`src/rtl/spi_reg_responder.sv`:
```
// Register-mapped SPI responder: oversamples SCK/CS/PICO on clk and decodes
// command/data frames in all four CPOL/CPHA modes against a local register bank.
module spi_reg_responder #(
    parameter int BUS_LENGTH  = 8,
    parameter int ADDR_WIDTH  = 4,
    parameter int SYNC_STAGES = 2
) (
    input  logic                  clk,
    input  logic                  rst,
    input  logic                  SCK,
    input  logic                  CS,
    input  logic                  PICO,
    input  logic                  CPOL,
    input  logic                  CPHA,
    output logic                  POCI,
    input  logic [ADDR_WIDTH-1:0] host_addr,
    output logic [BUS_LENGTH-1:0] host_rdata,
    input  logic                  host_we,
    input  logic [BUS_LENGTH-1:0] host_wdata,
    output logic                  wr_strobe,
    output logic [ADDR_WIDTH-1:0] wr_addr,
    output logic [BUS_LENGTH-1:0] wr_data,
    output logic                  frame_done,
    output logic                  frame_err
);

    localparam int CNT_W = $clog2(BUS_LENGTH + 1);
    localparam int DEPTH = 2 ** ADDR_WIDTH;

    typedef enum logic [1:0] {IDLE, CMD, DATA, DONE} state_t;

    state_t                  state;
    logic [SYNC_STAGES-1:0]  sck_sync, cs_sync, pico_sync, cs_vld;
    logic                    sck_prev, cs_prev, armed;
    logic                    sck_s, cs_s, pico_s;
    logic                    lead, trail, sample, shift, cs_fall, cs_rise, last_bit;
    logic [CNT_W-1:0]        bit_cnt, shift_cnt;
    logic [BUS_LENGTH-1:0]   rx, rx_next, tx;
    logic                    rw;
    logic [ADDR_WIDTH-1:0]   addr;
    logic [BUS_LENGTH-1:0]   regs [DEPTH];

    assign sck_s  = sck_sync[SYNC_STAGES-1];
    assign cs_s   = cs_sync[SYNC_STAGES-1];
    assign pico_s = pico_sync[SYNC_STAGES-1];

    // cs_vld marks when the CS chain holds real pin samples again after reset;
    // until CS is then seen high, a low CS is not treated as a new frame.
    always_ff @(posedge clk) begin
        if (rst) begin
            sck_sync  <= {SYNC_STAGES{CPOL}};
            cs_sync   <= '1;
            pico_sync <= '0;
            cs_vld    <= '0;
            sck_prev  <= CPOL;
            cs_prev   <= 1'b1;
            armed     <= 1'b0;
        end else begin
            sck_sync  <= {sck_sync[SYNC_STAGES-2:0], SCK};
            cs_sync   <= {cs_sync[SYNC_STAGES-2:0], CS};
            pico_sync <= {pico_sync[SYNC_STAGES-2:0], PICO};
            cs_vld    <= {cs_vld[SYNC_STAGES-2:0], 1'b1};
            sck_prev  <= sck_s;
            cs_prev   <= cs_s;
            if (cs_vld[SYNC_STAGES-1] && cs_s) armed <= 1'b1;
        end
    end

    always_comb begin
        lead     = (sck_s != sck_prev) && (sck_s != CPOL);
        trail    = (sck_s != sck_prev) && (sck_s == CPOL);
        sample   = CPHA ? trail : lead;
        shift    = CPHA ? lead : trail;
        cs_fall  = armed && cs_prev && !cs_s;
        cs_rise  = !cs_prev && cs_s;
        last_bit = (bit_cnt == CNT_W'(BUS_LENGTH - 1));
        rx_next  = {rx[BUS_LENGTH-2:0], pico_s};
    end

    assign host_rdata = regs[host_addr];

    always_ff @(posedge clk) begin
        if (rst) begin
            state      <= IDLE;
            bit_cnt    <= '0;
            shift_cnt  <= '0;
            rx         <= '0;
            tx         <= '0;
            rw         <= 1'b0;
            addr       <= '0;
            POCI       <= 1'b0;
            wr_strobe  <= 1'b0;
            frame_done <= 1'b0;
            frame_err  <= 1'b0;
            wr_addr    <= '0;
            wr_data    <= '0;
            for (int unsigned i = 0; i < DEPTH; i++) regs[i] <= '0;
        end else begin
            wr_strobe  <= 1'b0;
            frame_done <= 1'b0;
            frame_err  <= 1'b0;
            // Host write first so a same-address SPI write below overrides it.
            if (host_we) regs[host_addr] <= host_wdata;
            if (cs_rise) begin
                state <= IDLE;
                POCI  <= 1'b0;
                if (state == CMD || state == DATA) frame_err <= 1'b1;
            end else begin
                case (state)
                    IDLE: begin
                        POCI <= 1'b0;
                        if (cs_fall) begin
                            state   <= CMD;
                            bit_cnt <= '0;
                        end
                    end
                    CMD: begin
                        POCI <= 1'b0;
                        if (sample) begin
                            rx <= rx_next;
                            if (last_bit) begin
                                rw        <= rx_next[BUS_LENGTH-1];
                                addr      <= rx_next[ADDR_WIDTH-1:0];
                                tx        <= rx_next[BUS_LENGTH-1] ? '0 : regs[rx_next[ADDR_WIDTH-1:0]];
                                bit_cnt   <= '0;
                                shift_cnt <= '0;
                                state     <= DATA;
                            end else begin
                                bit_cnt <= bit_cnt + 1'b1;
                            end
                        end
                    end
                    DATA: begin
                        if (sample) begin
                            rx <= rx_next;
                            if (last_bit) begin
                                if (rw) begin
                                    regs[addr] <= rx_next;
                                    wr_strobe  <= 1'b1;
                                    wr_addr    <= addr;
                                    wr_data    <= rx_next;
                                end
                                frame_done <= 1'b1;
                                POCI       <= 1'b0;
                                state      <= DONE;
                            end else begin
                                bit_cnt <= bit_cnt + 1'b1;
                            end
                        end else if (shift) begin
                            if (shift_cnt < CNT_W'(BUS_LENGTH)) begin
                                POCI      <= tx[BUS_LENGTH-1];
                                tx        <= tx << 1;
                                shift_cnt <= shift_cnt + 1'b1;
                            end else begin
                                POCI <= 1'b0;
                            end
                        end
                    end
                    default: ;
                endcase
            end
        end
    end

endmodule

```
`config.mk`:
```
export PLATFORM = sky130hd
export DESIGN_NAME = spi_reg_responder
export DESIGN_NICKNAME = d
export VERILOG_FILES = /design/src/rtl/spi_reg_responder.sv
export SDC_FILE = /design/constraint.sdc
export NUM_CORES = 1
export LEC_CHECK = 0
export CORE_UTILIZATION = 41
export CTS_BUF_LIST = sky130_fd_sc_hd__clkbuf_4 sky130_fd_sc_hd__clkbuf_8 sky130_fd_sc_hd__clkbuf_16
export DETAILED_ROUTE_END_ITERATION = 8
export SYNTH_ARGS = -nofsm -noshare
export SYNTH_HDL_FRONTEND = slang
export SYNTH_SLANG_ARGS = --single-unit
```
`constraint.sdc`:
```
create_clock -name clk -period 4.6 [get_ports clk]
set_input_delay 0.69 -clock clk [delete_from_list [all_inputs] [get_ports clk]]
set_output_delay 0.69 -clock clk [all_outputs]
set_load 0.005 [all_outputs]
```
==> flow_summary_export.csv <==
group,metric,value,unit
sta,setup_tns,0,ps
yosys,edf_count,128,
final_layout,largest_reg_flops,128,
setup_path,required,3910,ps
power,power_density,330,mW/mm²
yosys,yosys.area.top_type,"edfxtp_1",
sta,grt_setup_unrepaired,"false",
setup_path,r2r_slack,1420,ps
clocking,postCtsSetupRepairBufs,0,
status,status,"complete, no violations",
sta,post-route-period-util,0.798,
worst_hold_path,hp-class,"reg -> reg",
final_layout,dominant_cells,"multi-input combinational cells",
power,p_int,0.00291,W
worst_hold_path,min_from,"cs_sync[0]$_SDFF_PP1_",
clocking,clockBufferDepth,2,
final_layout,flops,185,
power,p_clk_frac,0.382,
sta,max_freq,0.273,GHz
final_layout,nonClockBufferCount,64,
final_layout,stdcell_count,1437,
power,pg_comb,0.000475,W
final_layout,fillCellCount,2439,
power,pwr-share-seq,0.499,
sta,holdWs,422,ps
place,gp_congestion,1.03,
final_layout,seq_area,0.00499,mm²
yosys,syn_avg_cell_area,9.86,µm²
global_route,antenna_found_initial,1,
setup_path,cp_slowest_cell,"mux4_2",
final_layout,final-nonclk-buf-share,0.0479,
clocking,cts_hold_buf,0,
final_layout,final_layout_size_suffix_gt1_frac,0.118,
route,drtIter0Drc,1119,
route,post_drt_wl_per_cell,25.1,µm
yosys,syn-cell-area,0.0109,mm²
global_route,grt_pass1_wl,53100,µm
setup_path,critPathArrivalTime,2980,ps
job,cap_viol_max_count,0,
sta,hold_viol,0,
place,dpl_worst_slack,929,ps
sta,finalCriticalPeriod,3670,ps
setup_path,critPathKind,"in -> out",
route,ant_nets,0,
clocking,cts_tree,"yes",
final_layout,seq-cell-share,0.414,
route,remaining_drc_errors,0,
setup_path,critPathLaunchType,"input port",
power,p_sw_frac,0.270,
route,drt_first_pass_iters,5,
final_layout,top_register,"regs",
clocking,insertion_delay,450,ps
place,place_inst,1405,
floorplan,placementRows,59,
power,finalPower,0.00398,W
final_layout,reg.largest.list,"regs (128), tx (8), wr_data (8)",
sta,max_slew_margin,0.115,
clocking,root_buffer,"clkbuf_16",
final_layout,utilization,0.463,
yosys,synth_xor_xnor_area_share,0.00253,
floorplan,nWellTaps,335,
final_layout,fin_area,0.0121,mm²
yosys,area_leaders,"edfxtp_1 35%, dfxtp_1 10%, mux4_2 8.7%",
setup_path,r2r_start,"state[0]$_SDFFE_PP0P_",
final_layout,logic_area,0.00543,mm²
floorplan,die_x,165,µm
yosys,syn-num-nets,1132,
floorplan,coreArea,0.0261,mm²
floorplan,io_pins,44,
yosys,flop_cell,"edfxtp_1",
floorplan,initCoreUtil,0.418,
sta,slew_viol_final,0,
sta,tightestPinTransition,1330,ps
clocking,htreeDepth,4,
setup_path,end_kind,"output pin",
setup_path,r2r_end,"regs[4][1]$_DFFE_PP_",
yosys,yosys.area_share.aoi,0.112,
job,openroad.warnings,31,
yosys,mux_share,0.159,
floorplan,chip_area,0.0272,mm²
global_route,grt_max_degree,53,
power,p_switching,0.00107,W
worst_hold_path,hold_depth,1,
final_layout,comb_share,0.450,
power,seq-power,0.00198,W
place,portBuffers,43,
-- layout by cell type (no fill, tap or decap), drive strengths merged, types with 4 or more instances in the layout --
cell	count
mux2i	76
or2	6
nor4	20
nand4	10
buf	23
clkdlybuf4s50	41
and3	10
nand3	85
dfxtp	57
edfxtp	128
nor2	49
or3	21
or4b	4
nand2	203
or4	5
nor2b	12
a22oi	15
inv	23
nand4b	7
ha	8
o21ai	137
a211oi	8
nand3b	4
mux4	42
clkbuf	19
nand2b	7
nor3	11
a21oi	37
-- per-layer routing --
metal  vias up  part of all wire  wire length, µm  global-route usage
met5         -                 0                0                   0
met4         0             0.044             1580               0.131
met3        96              0.12             4400              0.0728
met2       546              0.43            15500               0.399
met1      4305              0.41            14700               0.377
li1       4035                 -                -                   -
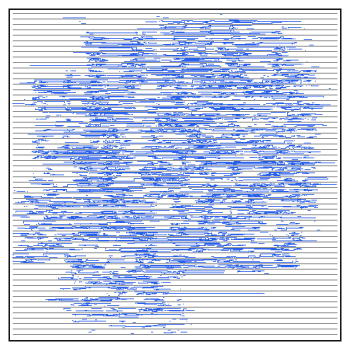
(images/met1.png)
(2 px per µm) Supply wires on this layer in grey.
- nets with wire on the layer: 1031
- main direction: horizontal

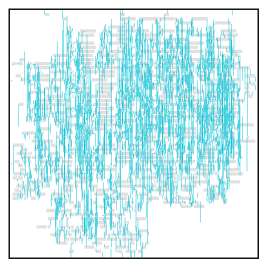
(images/met2.png)
(1.5 px per µm)
- share of all routed wire: 43%
- longest straight run: 77.5 µm

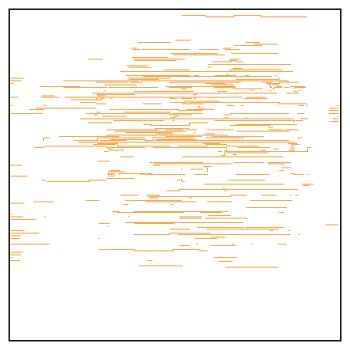
(images/met3.png)
(2 px per µm)
- nets with wire on the layer: 188
- main direction: horizontal
- longest straight run: 107 µm
- share of all routed wire: 12%
- wire length on this layer: 4400 µm
Vias: 8982
Total Wirelength: 36100 µm

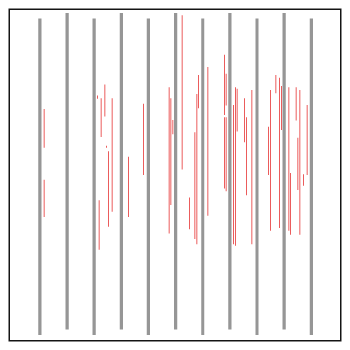
(images/met4.png)
(2 px per µm) Supply wires on this layer in grey.
- main direction: vertical
- wire length on this layer: 1580 µm
- nets with wire on the layer: 36
- longest straight run: 78.9 µm

No activity file was given, so power comes from the tool's default toggle rates.
